**src/rtl/vga_mem_arbiter.sv**
```systemverilog
// vga_mem_arbiter: shares one synchronous memory port between the VGA glyph
// fetcher (priority requester, reads only) and the CPU load/store path.
// Read data returns to its owner two cycles after the acknowledge.
// Optional CPU starvation guard: define VGA_ARB_STARVE_GUARD_EN.
module vga_mem_arbiter #(
  parameter int ADDR_WIDTH   = 16,
  parameter int DATA_WIDTH   = 16,
  parameter int STARVE_LIMIT = 8
) (
  input  logic                  clk,
  input  logic                  reset,
  input  logic                  vga_req,
  input  logic [ADDR_WIDTH-1:0] vga_addr,
  output logic                  vga_ack,
  output logic [DATA_WIDTH-1:0] vga_rdata,
  output logic                  vga_valid,
  input  logic                  cpu_req,
  input  logic                  cpu_we,
  input  logic [ADDR_WIDTH-1:0] cpu_addr,
  input  logic [DATA_WIDTH-1:0] cpu_wdata,
  output logic                  cpu_ack,
  output logic [DATA_WIDTH-1:0] cpu_rdata,
  output logic                  cpu_valid,
  output logic [ADDR_WIDTH-1:0] mem_addr,
  output logic [DATA_WIDTH-1:0] mem_wdata,
  output logic                  mem_we,
  input  logic [DATA_WIDTH-1:0] mem_rdata
);

  // Tag owner encoding for the read-return pipeline.
  localparam logic OWN_VGA = 1'b0;
  localparam logic OWN_CPU = 1'b1;

  // The guard counter is 8 bits wide, so the threshold must fit in it.
  if ((STARVE_LIMIT < 1) || (STARVE_LIMIT > 255)) begin : g_limit_check
    $error("STARVE_LIMIT must be in the range 1..255");
  end

  logic                  vga_ack_q, cpu_ack_q;
  logic [ADDR_WIDTH-1:0] mem_addr_q, mem_addr_d;
  logic [DATA_WIDTH-1:0] mem_wdata_q, mem_wdata_d;
  logic                  mem_we_q, mem_we_d;
  logic                  tag1_v_q, tag1_own_q;
  logic                  tag2_v_q, tag2_own_q;
  logic [DATA_WIDTH-1:0] vga_rdata_q, cpu_rdata_q;
  logic                  vga_valid_q, cpu_valid_q;

  logic vga_elig, cpu_elig, grant_vga, grant_cpu, rd_grant, force_cpu;

  // A requester still seeing its own ack is masked, so a held req is not
  // granted twice for the same transaction.
  assign vga_elig = vga_req & ~vga_ack_q;
  assign cpu_elig = cpu_req & ~cpu_ack_q;

`ifdef VGA_ARB_STARVE_GUARD_EN
  logic [7:0] starve_q, starve_d;

  assign force_cpu = (starve_q == 8'(STARVE_LIMIT));

  // Count cycles the CPU waits while eligible; saturate at the threshold.
  always_comb begin
    starve_d = starve_q;
    if (grant_cpu) begin
      starve_d = '0;
    end else if (cpu_elig && (starve_q != 8'(STARVE_LIMIT))) begin
      starve_d = starve_q + 8'd1;
    end
  end

  // Starvation counter register.
  always_ff @(posedge clk or posedge reset) begin
    if (reset) starve_q <= '0;
    else       starve_q <= starve_d;
  end
`else
  assign force_cpu = 1'b0;
`endif

  // Priority arbitration and next memory-port values; idle cycles hold addr/data.
  always_comb begin
    grant_cpu   = cpu_elig & (~vga_elig | force_cpu);
    grant_vga   = vga_elig & ~grant_cpu;
    rd_grant    = grant_vga | (grant_cpu & ~cpu_we);
    mem_addr_d  = mem_addr_q;
    mem_wdata_d = mem_wdata_q;
    mem_we_d    = grant_cpu & cpu_we;
    if (grant_vga) begin
      mem_addr_d = vga_addr;
    end else if (grant_cpu) begin
      mem_addr_d = cpu_addr;
      if (cpu_we) mem_wdata_d = cpu_wdata;
    end
  end

  // Memory port and acknowledge registers.
  always_ff @(posedge clk or posedge reset) begin
    if (reset) begin
      vga_ack_q   <= 1'b0;
      cpu_ack_q   <= 1'b0;
      mem_addr_q  <= '0;
      mem_wdata_q <= '0;
      mem_we_q    <= 1'b0;
    end else begin
      vga_ack_q   <= grant_vga;
      cpu_ack_q   <= grant_cpu;
      mem_addr_q  <= mem_addr_d;
      mem_wdata_q <= mem_wdata_d;
      mem_we_q    <= mem_we_d;
    end
  end

  // Two-stage read tag pipeline; stage 2 lines up with mem_rdata and routes it.
  always_ff @(posedge clk or posedge reset) begin
    if (reset) begin
      tag1_v_q    <= 1'b0;
      tag1_own_q  <= OWN_VGA;
      tag2_v_q    <= 1'b0;
      tag2_own_q  <= OWN_VGA;
      vga_valid_q <= 1'b0;
      cpu_valid_q <= 1'b0;
      vga_rdata_q <= '0;
      cpu_rdata_q <= '0;
    end else begin
      tag1_v_q    <= rd_grant;
      tag1_own_q  <= grant_cpu ? OWN_CPU : OWN_VGA;
      tag2_v_q    <= tag1_v_q;
      tag2_own_q  <= tag1_own_q;
      vga_valid_q <= tag2_v_q & (tag2_own_q == OWN_VGA);
      cpu_valid_q <= tag2_v_q & (tag2_own_q == OWN_CPU);
      if (tag2_v_q && (tag2_own_q == OWN_VGA)) vga_rdata_q <= mem_rdata;
      if (tag2_v_q && (tag2_own_q == OWN_CPU)) cpu_rdata_q <= mem_rdata;
    end
  end

  assign vga_ack   = vga_ack_q;
  assign cpu_ack   = cpu_ack_q;
  assign vga_rdata = vga_rdata_q;
  assign cpu_rdata = cpu_rdata_q;
  assign vga_valid = vga_valid_q;
  assign cpu_valid = cpu_valid_q;
  assign mem_addr  = mem_addr_q;
  assign mem_wdata = mem_wdata_q;
  assign mem_we    = mem_we_q;

endmodule

```
**config.mk**
```make
export PLATFORM = sky130hd
export DESIGN_NAME = vga_mem_arbiter
export DESIGN_NICKNAME = d
export VERILOG_FILES = /design/src/rtl/vga_mem_arbiter.sv
export SDC_FILE = /design/constraint.sdc
export NUM_CORES = 1
export LEC_CHECK = 0
export ABC_AREA = 0
export CORE_ASPECT_RATIO = 0.7
export CORE_UTILIZATION = 36
export DETAILED_ROUTE_END_ITERATION = 10
export GPL_TIMING_DRIVEN = 0
export PLACE_DENSITY_LB_ADDON = 0.08
export SLEW_MARGIN = 30
export SYNTH_ARGS = -nofsm -noshare
export SYNTH_HDL_FRONTEND = slang
export SYNTH_SLANG_ARGS = --single-unit
```
**constraint.sdc**
```tcl
create_clock -name clk -period 2.2 [get_ports clk]
set_input_delay 0.55 -clock clk [delete_from_list [all_inputs] [get_ports clk]]
set_output_delay 0.55 -clock clk [all_outputs]
set_load 0.05 [all_outputs]
```
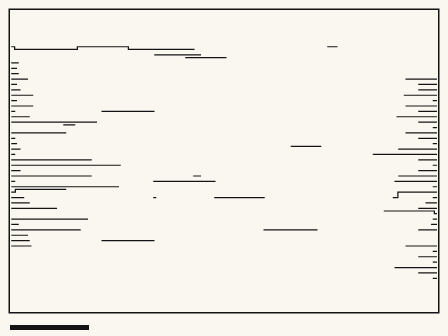
met3.png
Scale bar: 20 µm.
- share of all routed wire: 8.6%
- wire length on this layer: 591 µm
- nets with wire on the layer: 75
- longest straight run: 27.4 µm

==> results.tsv <==
metric	value	unit
Seq/total area	0.3974	
die height	76.27	µm
family with the most delay on the worst path	buffers and inverters	
Gate power share	0.441	
routability cong.	0.7527	
Mean Syn Cell Area	13.51	µm²
crit path cell chain	clkdlybuf4s50_1	
non-clk buf share	0.3270	
met1 Use GR	0.2560	
number of global-route vias before repair	2171	
Slew Limit Fails	0	
simple-gate share of the synthesized area	0.09352	
Reg clk slew, reported paths	60	ps
DRT Pass-1 Iters	6	
CP Buf/Inv Count	1	
Hold Path End	tag2_v_q$_DFF_PP0_	
Layout Skew	8.014	ps
GRT Max-Usage Layer	met1	
CTS Buffer Depth	2	
Comb/total area	0.2083	
1st-iter DRT viols	29	
critical path type	flip-flop to primary output	
Min Hold Slack	359.1	ps
CP Data Arrival Time	1560	ps
clk_buf instances	12	
max incr delay on CP	840	ps
Initial Util	0.3808	
Slew @ Worst Pin	532.7	ps
post-DP HPWL	5.045	mm
die width	108.1	µm
Synth Instances	210	
DRC	0	
Int Power	2.832	mW
final setup fails	0	
Cell Pwr Density	1030	nW/µm²
stage-log warning count	26	
top cell category	sequential cells	
Critical Path Sink Type	primary output	
Comb gate area	944.7	µm²
reg-to-reg setup timing slack	720	ps
Worst Hold Launch	tag1_v_q$_DFF_PP0_	
Ys Warns	0	
Vias/cell	4.678	
post-route ant nets	0	
setup bufs post-CTS	0	
DP Worst Slack	109.9	ps
M1 WL	3.322	mm
Non-clk invs	5	
register area	1802	µm²
top sig layer	met4	
nets	429	
Logic power comb	2.06	mW
PortBufs	137	
reg2reg path depth	5	
Inst Count DP	447	
via count	2152	
utilization after layout	0.6087	
TAP cells	98	
CTS tree	built	
reg-to-reg endpoint	mem_addr[5]$_DFFE_PP0P_	
layout cells sized above 1	0.2155	
GRT Residual Overflow	0	
NetSw	1.839	mW
WL final	6.880	mm
VDD IR max	0.5224	mV
Final Critical Period	2114	ps
RSZ-0062 raised after global routing	no	
Max Cap Viol	0	
met3 wire len	590	µm
Rows	26	
first-pass GRT wire length	11.20	mm
FMAX	473.0	MHz
GR Layer Usage met3	0.07015	
H-Tree Depth	3	
Core Region	7450	µm²
hold buffer count at CTS	0	
sequential area share after synthesis	0.6352	
final cycle utilization of the critical path	0.9609	
post-route setup slack	86.01	ps
Seq power	1.72	mW
largest net degree at the start of global routing	30	
routed wl met2	2.882	mm
Sw Share	0.3937	
Critical R2R Launch	cpu_ack$_DFF_PP0_	
count of final hold-check violations	0	
area fraction in compound gates after synthesis	0.03705	
Pwr top	combinational logic	
Critical-path top delay cell	clkdlybuf4s50_1	
total power	4.671	mW
leak pwr	1.943	nW
dominant logic cell type in the layout	clkdlybuf4s50_1	
Synthesized Nets	279	
sequential share of power	0.369	
Worst slew margin	0.6438	
fillers	634	
yosys stat cell total	210	
CP startpoint kind	flip-flop	
Mux cell area share	0.2025	
comb_multi_in	121	
# clock sinks	72	
DR WL/cell	14.96	µm
Flops	72	
WHS Path Cells	0	
most frequent cells in the layout	137 x clkdlybuf4s50_1, 72 x dfrtp_1, 39 x mux2_2	
synthesized area	2836	µm²
initial antenna violation count	0	
GRT Total Usage	0.1792	
GRT met2 Usage	0.2471	
Clock group	0.886	mW
xor/xnor share	0	
clk cell area share	0.03532	
CP max FO	4	
Cell Type Count	18	
CTS buffer count	9	
Hold/Removal Path Class	flip-flop to flip-flop	
Clock Power Share	0.190	
required time of the critical path	1650	ps
status	finished, final reports clean	
io pins	138	
Yosys Chip Area	2836	µm²
yosys adder share	0	
Top logic family	multiplexers	
post-synthesis register bit count	72	
# diodes	0	
Die ar.	8244	µm²
final std cells w/o fill	460	
Clk Latency, worst-skew pair	330	ps
post-CTS sizing	0	
Area Overhead vs Synth	59.86	%
Root Driver	clkbuf_8	
Non-Clock Buffer Count	151	
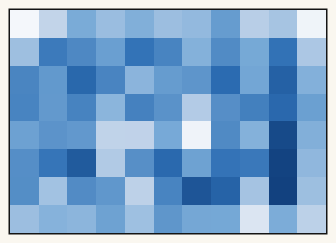
density.png
11 x 8 tiles, from white (low) to dark blue (high), 0 to 100% covered.
- tiles over 75% full: 13%
- mean over tiles: 54%
- densest ninth of the die: east
- fullest tile: 93%

## registers in the layout, indices dropped and copies added, names as in the netlist
signal and cells:
vga_valid 1, tag2_v_q 1, vga_ack 1, tag2_own_q 1
cpu_valid 1, mem_addr 16, cpu_rdata 16, mem_we 1
vga_rdata 16, cpu_ack 1, mem_wdata 16, tag1_v_q 1
## how the worst max path moves through the flow
stage / from / endpoint / cells after the start
2_1_floorplan: vga_ack$_DFF_PP0_ / mem_addr[8]$_DFFE_PP0P_ / 6
3_5_place_dp: cpu_req / mem_wdata[5]$_DFFE_PP0P_ / 6
5_1_grt: cpu_ack$_DFF_PP0_ / cpu_ack / 1
3_3_place_gp: reset / vga_rdata[2]$_DFFE_PP0P_ / 2
4_1_cts: cpu_ack$_DFF_PP0_ / cpu_ack / 1
6_report: cpu_ack$_DFF_PP0_ / cpu_ack / 1
## worst reg2reg max path, cell delays in order (launching register included)
cell      delay [ps]
dfrtp_1          410
nor2b_2          130
buf_6            140
clkbuf_1         410
nor3_1           100
a31oi_1          190
## stage by stage
step                      setup TNS, ps  instance area (µm²)
after floorplan                       0                 2840
after global placement            -5235                 4334
after detailed placement              0                 4374
after CTS                             0                 4534
after global routing                  0                 4534
final                                 0                 4534
## synth_stat cells
master	count	area, µm²
dfrtp_1	72	1802
buf_2	9	45.04
mux2_4	9	135.1
nand3_4	1	17.52
nand2b_4	1	13.76
o21ai_0	1	5.000
nand2_1	34	127.6
buf_6	2	22.52
clkbuf_1	1	3.750
or2b_1	1	7.510
nand2b_1	1	6.260
inv_1	4	15.01
nor2b_2	1	8.760
mux2_2	39	439.2
a31oi_1	16	100.1
nor2_1	1	3.750
inv_2	1	3.750
nor3_1	16	80.08
Power and IR drop assume default switching activity.
